--- src/rtl/alu_pkg.sv ---
// Shared ALU definitions: opcodes, ARM condition codes, NZCV bit positions
// and the retire buffer entry layout.
package alu_pkg;

    localparam logic [0:3] OP_ADD = 4'b0111;
    localparam logic [0:3] OP_SUB = 4'b1000;
    localparam logic [0:3] OP_ADC = 4'b1001;
    localparam logic [0:3] OP_SBC = 4'b1010;

    localparam logic [0:3] COND_EQ = 4'b0000;
    localparam logic [0:3] COND_NE = 4'b0001;
    localparam logic [0:3] COND_CS = 4'b0010;
    localparam logic [0:3] COND_CC = 4'b0011;
    localparam logic [0:3] COND_MI = 4'b0100;
    localparam logic [0:3] COND_PL = 4'b0101;
    localparam logic [0:3] COND_VS = 4'b0110;
    localparam logic [0:3] COND_VC = 4'b0111;
    localparam logic [0:3] COND_HI = 4'b1000;
    localparam logic [0:3] COND_LS = 4'b1001;
    localparam logic [0:3] COND_GE = 4'b1010;
    localparam logic [0:3] COND_LT = 4'b1011;
    localparam logic [0:3] COND_GT = 4'b1100;
    localparam logic [0:3] COND_LE = 4'b1101;
    localparam logic [0:3] COND_AL = 4'b1110;
    localparam logic [0:3] COND_NV = 4'b1111;

    // Bit 0 is the MSB, so the register reads {N,Z,C,V} left to right.
    localparam int NZCV_N = 0;
    localparam int NZCV_Z = 1;
    localparam int NZCV_C = 2;
    localparam int NZCV_V = 3;

    localparam logic [1:0] ST_EMPTY = 2'd0;
    localparam logic [1:0] ST_ONE   = 2'd1;
    localparam logic [1:0] ST_FULL  = 2'd2;

    typedef struct packed {
        logic [0:31] result;
        logic [0:3]  rd;
        logic        we;
    } retire_entry_t;

    function automatic logic is_arith(input logic [0:3] op);
        return (op >= OP_ADD) && (op <= OP_SBC);
    endfunction

endpackage

--- src/rtl/cond_eval.sv ---
// ARM condition evaluator; pure combinational, shared with the branch unit.
module cond_eval
    import alu_pkg::*;
(
    input  logic [0:3] cond,
    input  logic [0:3] nzcv,
    output logic       pass
);

    logic n, z, c, v;

    assign n = nzcv[NZCV_N];
    assign z = nzcv[NZCV_Z];
    assign c = nzcv[NZCV_C];
    assign v = nzcv[NZCV_V];

    always_comb begin
        pass = 1'b0;
        case (cond)
            COND_EQ: pass = z;
            COND_NE: pass = !z;
            COND_CS: pass = c;
            COND_CC: pass = !c;
            COND_MI: pass = n;
            COND_PL: pass = !n;
            COND_VS: pass = v;
            COND_VC: pass = !v;
            COND_HI: pass = c && !z;
            COND_LS: pass = !c || z;
            COND_GE: pass = (n == v);
            COND_LT: pass = (n != v);
            COND_GT: pass = !z && (n == v);
            COND_LE: pass = z || (n != v);
            COND_AL: pass = 1'b1;
            default: pass = 1'b0;
        endcase
    end

endmodule

--- src/rtl/alu_flag_retire.sv ---
// Retires ALU results: holds NZCV, evaluates conditions, 2-entry writeback queue.
// Define ALU_CARRY_CHAIN_EN to feed the stored carry back to the ALU carry-in.
module alu_flag_retire
    import alu_pkg::*;
#(
    parameter int DEPTH = 2
) (
    input  logic        clk,
    input  logic        reset,
    input  logic        in_valid,
    output logic        in_ready,
    input  logic [0:3]  in_op,
    input  logic [0:3]  in_cond,
    input  logic        in_s,
    input  logic [0:3]  in_rd,
    input  logic [0:31] alu_y,
    input  logic        alu_n,
    input  logic        alu_z,
    input  logic        alu_v,
    input  logic        alu_co,
    output logic        alu_ci,
    output logic [0:3]  nzcv,
    output logic        out_valid,
    input  logic        out_ready,
    output logic [0:31] out_result,
    output logic [0:3]  out_rd,
    output logic        out_we
);

    logic [1:0]    count;
    logic          wr_ptr;
    logic          rd_ptr;
    logic          pass;
    logic          push;
    logic          pop;
    retire_entry_t entry_q [DEPTH];
    retire_entry_t head;

    // Conditions see the registered flags, never this cycle's ALU flags.
    cond_eval u_cond_eval (
        .cond (in_cond),
        .nzcv (nzcv),
        .pass (pass)
    );

    assign in_ready  = (count != ST_FULL);
    assign out_valid = (count != ST_EMPTY);
    assign push      = in_valid && in_ready;
    assign pop       = out_valid && out_ready;
    assign head      = entry_q[rd_ptr];

    assign out_result = out_valid ? head.result : '0;
    assign out_rd     = out_valid ? head.rd     : '0;
    assign out_we     = out_valid ? head.we     : 1'b0;

`ifdef ALU_CARRY_CHAIN_EN
    assign alu_ci = nzcv[NZCV_C];
`else
    assign alu_ci = 1'b0;
`endif

    always_ff @(posedge clk or posedge reset) begin
        if (reset) begin
            nzcv <= '0;
        end else if (push && pass && in_s) begin
            nzcv[NZCV_N] <= alu_n;
            nzcv[NZCV_Z] <= alu_z;
            if (is_arith(in_op)) begin
                nzcv[NZCV_C] <= alu_co;
                nzcv[NZCV_V] <= alu_v;
            end
        end
    end

    // Failed-condition ops are still queued so writeback order is preserved.
    always_ff @(posedge clk or posedge reset) begin
        if (reset) begin
            for (int i = 0; i < DEPTH; i++) begin
                entry_q[i] <= '0;
            end
            wr_ptr <= 1'b0;
        end else if (push) begin
            entry_q[wr_ptr] <= '{result: alu_y, rd: in_rd, we: pass};
            wr_ptr          <= ~wr_ptr;
        end
    end

    always_ff @(posedge clk or posedge reset) begin
        if (reset) begin
            rd_ptr <= 1'b0;
            count  <= ST_EMPTY;
        end else begin
            if (pop) begin
                rd_ptr <= ~rd_ptr;
            end
            case ({push, pop})
                2'b10:   count <= count + 2'd1;
                2'b01:   count <= count - 2'd1;
                default: count <= count;
            endcase
        end
    end

endmodule

--- config.mk ---
export PLATFORM = sky130hd
export DESIGN_NAME = alu_flag_retire
export DESIGN_NICKNAME = d
export VERILOG_FILES = /design/src/rtl/alu_pkg.sv /design/src/rtl/cond_eval.sv /design/src/rtl/alu_flag_retire.sv
export SDC_FILE = /design/constraint.sdc
export NUM_CORES = 1
export LEC_CHECK = 0
export CELL_PAD_IN_SITES_DETAIL_PLACEMENT = 1
export CELL_PAD_IN_SITES_GLOBAL_PLACEMENT = 1
export CORE_ASPECT_RATIO = 1.1
export CORE_MARGIN = 5
export CORE_UTILIZATION = 42
export CTS_BUF_LIST = sky130_fd_sc_hd__clkbuf_4 sky130_fd_sc_hd__clkbuf_8 sky130_fd_sc_hd__clkbuf_16
export CTS_CLUSTER_DIAMETER = 50
export DETAILED_ROUTE_END_ITERATION = 10
export GPL_TIMING_DRIVEN = 0
export PLACE_DENSITY_LB_ADDON = 0.05
export SLEW_MARGIN = 25
export SYNTH_ARGS = -nofsm -noshare
export SYNTH_HDL_FRONTEND = slang
export SYNTH_SLANG_ARGS = --single-unit
--- constraint.sdc ---
create_clock -name clk -period 6.9 [get_ports clk]
set_input_delay 1.035 -clock clk [delete_from_list [all_inputs] [get_ports clk]]
set_output_delay 1.035 -clock clk [all_outputs]
set_load 0.01 [all_outputs]
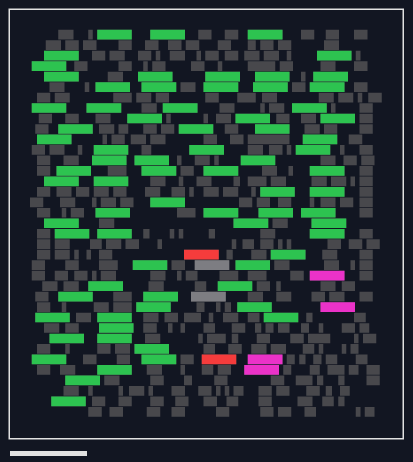
(images/registers.png)
Scale bar: 20 um. Other sequential cells in the stronger grey, the rest of the logic in the fainter grey.
- red: `count` (flops 2)
- magenta: `nzcv` (flops 4; where bottom right)
- green: `entry_q` (flops 74; where spread over the die)

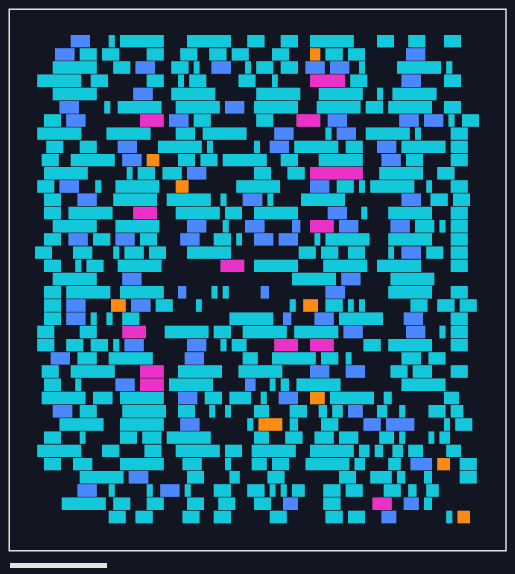
(images/drive_strength.png)
Scale bar: 20 um.
- blue: drive 2 (cells 76; share 18%)
- cyan: drive 1 or less (cells 319; share 76%)
- magenta: drive 6 and up (cells 13; share 3.1%)
- orange: drive 3 to 4 (cells 9; share 2.2%)
synth-to-layout area growth: 34.0%
bufs w/o clock: 113
final worst setup slack: 3330 ps
Final Cell Area: 5230 um2

==> reports/metrics.cfg <==
[die]
fp-utilization_pct=42.4
die_h_um=111
core-area_um2=9210
num_io_pins=97
chipArea_um2=11300

[yosys]
ys_chip_area_um2=3900
ys_warn_count=0
fp_nets=359
synth_flops=82
top_cells_by_count=dfrtp_1 (82), mux2_2 (64), nor2_1 (42)
ys_types=39
syn_area_per_cell_um2=12.8
ys.flop_type=dfrtp_1
largest_area_cell=dfrtp_1

[global_routing]
grt_start_max_net_pins=55
grt.total_usage_pct=16.8
grt_pass1_wl_mm=14.9
grt_pass1_vias=3093

[flow_run]
drv_cap=0
tool_warnings=27

[timing]
fin_tns_setup_ps=0
finalMaxSlewViolations=0
relSlewSlack_pct=44.7
finalClockPeriodUsage_pct=51.8
finalHoldViolations=0

[cts]
cts_sinks=82
clk_pin_slew_worst_paths_ps=80
clockBufferDepth=2
htreeDepth=3
cts_resized=0
cts_hold_buffers=0

[status]
status=finished, final reports clean

[worst_setup_path]
path_class=register to primary output
cp_data_required_time_ps=5860
end_kind=primary output
worstPathMaxFanout=10
rr_worst_depth=5

[power_and_ir_drop]
p_leak_nw=2.26
powerDensity_nw_per_um2=491

[worst_hold_path]
hold_class=register to register

[detailed_routing]
drt-total-wl_mm=9.03
first_pass_iters=4
drtAntennaViolNets=0
num_vias=2702

[place]
globalplace.congestion=0.678
port_buffers=95
hpwlAfterDp_mm=6.65

-- per-stage QoR --
stage	cell area [um2]	std cells	total power, W	setup WS [ps]	utilization, %
3_3_place_gp	5000	517	0.00219	2440	54.3
6_report	5230	534	0.00257	3330	56.8
5_1_grt	5230	534	0.00276	3190	56.8
2_1_floorplan	3910	305	0.00163	3760	-
4_1_cts	5230	534	0.00262	3310	56.8
3_5_place_dp	5020	518	0.00225	3690	54.5
-- power breakdown --
part	switching, W	total [W]	internal, W
logic	0.000575	0.00134	0.000767
clock network	0.000172	0.000355	0.000183
registers	0.000144	0.000874	0.000729
-- how the worst max path moves through the flow --
stage                     depth (start not counted)  slack (ps)            startpoint                       to
final                                             5        3330    rd_ptr$_DFFE_PP0P_            out_result[8]
after global routing                              5        3190    rd_ptr$_DFFE_PP0P_            out_result[8]
after CTS                                         5        3310  count[1]$_DFFE_PP0P_           out_result[18]
after detailed placement                          7        3690            in_cond[3]      nzcv[3]$_DFFE_PP0P_
after global placement                            2        2440                 reset  entry_q[35]$_DFFE_PP0P_
after floorplan                                   1        3760                 reset     count[0]$_DFFE_PP0P_
-- sequential cells by signal (all words and copies together) (netlist names) --
name / cells
nzcv: 4
wr_ptr: 1
entry_q: 74
rd_ptr: 1
count: 2
-- routing by layer --
layer | vias up | GRT usage, % | wire length, um | share of wire, %
met4 | 0 | 4.99 | 119 | 1.3
met2 | 56 | 30.1 | 4730 | 52
met1 | 1352 | 20.1 | 3850 | 43
met3 | 11 | 3.15 | 326 | 3.6
met5 | - | 0 | 0 | 0
li1 | 1283 | - | - | -
-- logic make-up (layout without fill, tap and decap cells) --
family                     after synthesis  in the layout  share of synthesized area (%)
xor gates and xnor gates                 8              8                           1.79
adders and majority gates                1              1                          0.320
buffers and inverters                   20            132                           2.44
other                                    1              1                         0.0960
muxes                                  115            115                           32.0
AOI/OAI and AO/OA                       13             13                           2.76
and+or+nand+nor                         65             65                           8.07
DFF                                     82             82                           52.5
-- worst max-delay path, stage by stage, from the launching register on --
cell             delay [ps]
dfrtp_1                 340
buf_2                   280
buf_1                   670
mux2i_1                 170
nor2_1                  150
clkdlybuf4s50_1         590
-- final cells by class --
type	instances	area, um2	area share (%)
clock buffers	11	145	2.77
plain buffers	17	83.8	1.60
inverters	3	13.8	0.263
clock inverters	5	63.8	1.22
repair buffers	96	971	18.6
well taps	117	146	2.80
multi-input cells	203	1760	33.6
flip-flops and latches	82	2050	39.2
-- placed cells by master (no fill, tap or decap), drive strengths merged, types with 2 or more instances in the layout --
cell / instances
clkdlybuf4s50: 95
dfrtp: 82
mux2: 78
nor2: 43
mux2i: 37
clkbuf: 16
buf: 13
nand3: 4
xnor2: 4
xor2: 4
nand2: 3
and2b: 3
clkinv: 3
nand2b: 3
inv: 3
and2: 2
nor3: 2
a311o: 2
a22oi: 2
o21ai: 2
and4bb: 2
Power figures rest on the tool's default switching activity, not on a simulated workload.
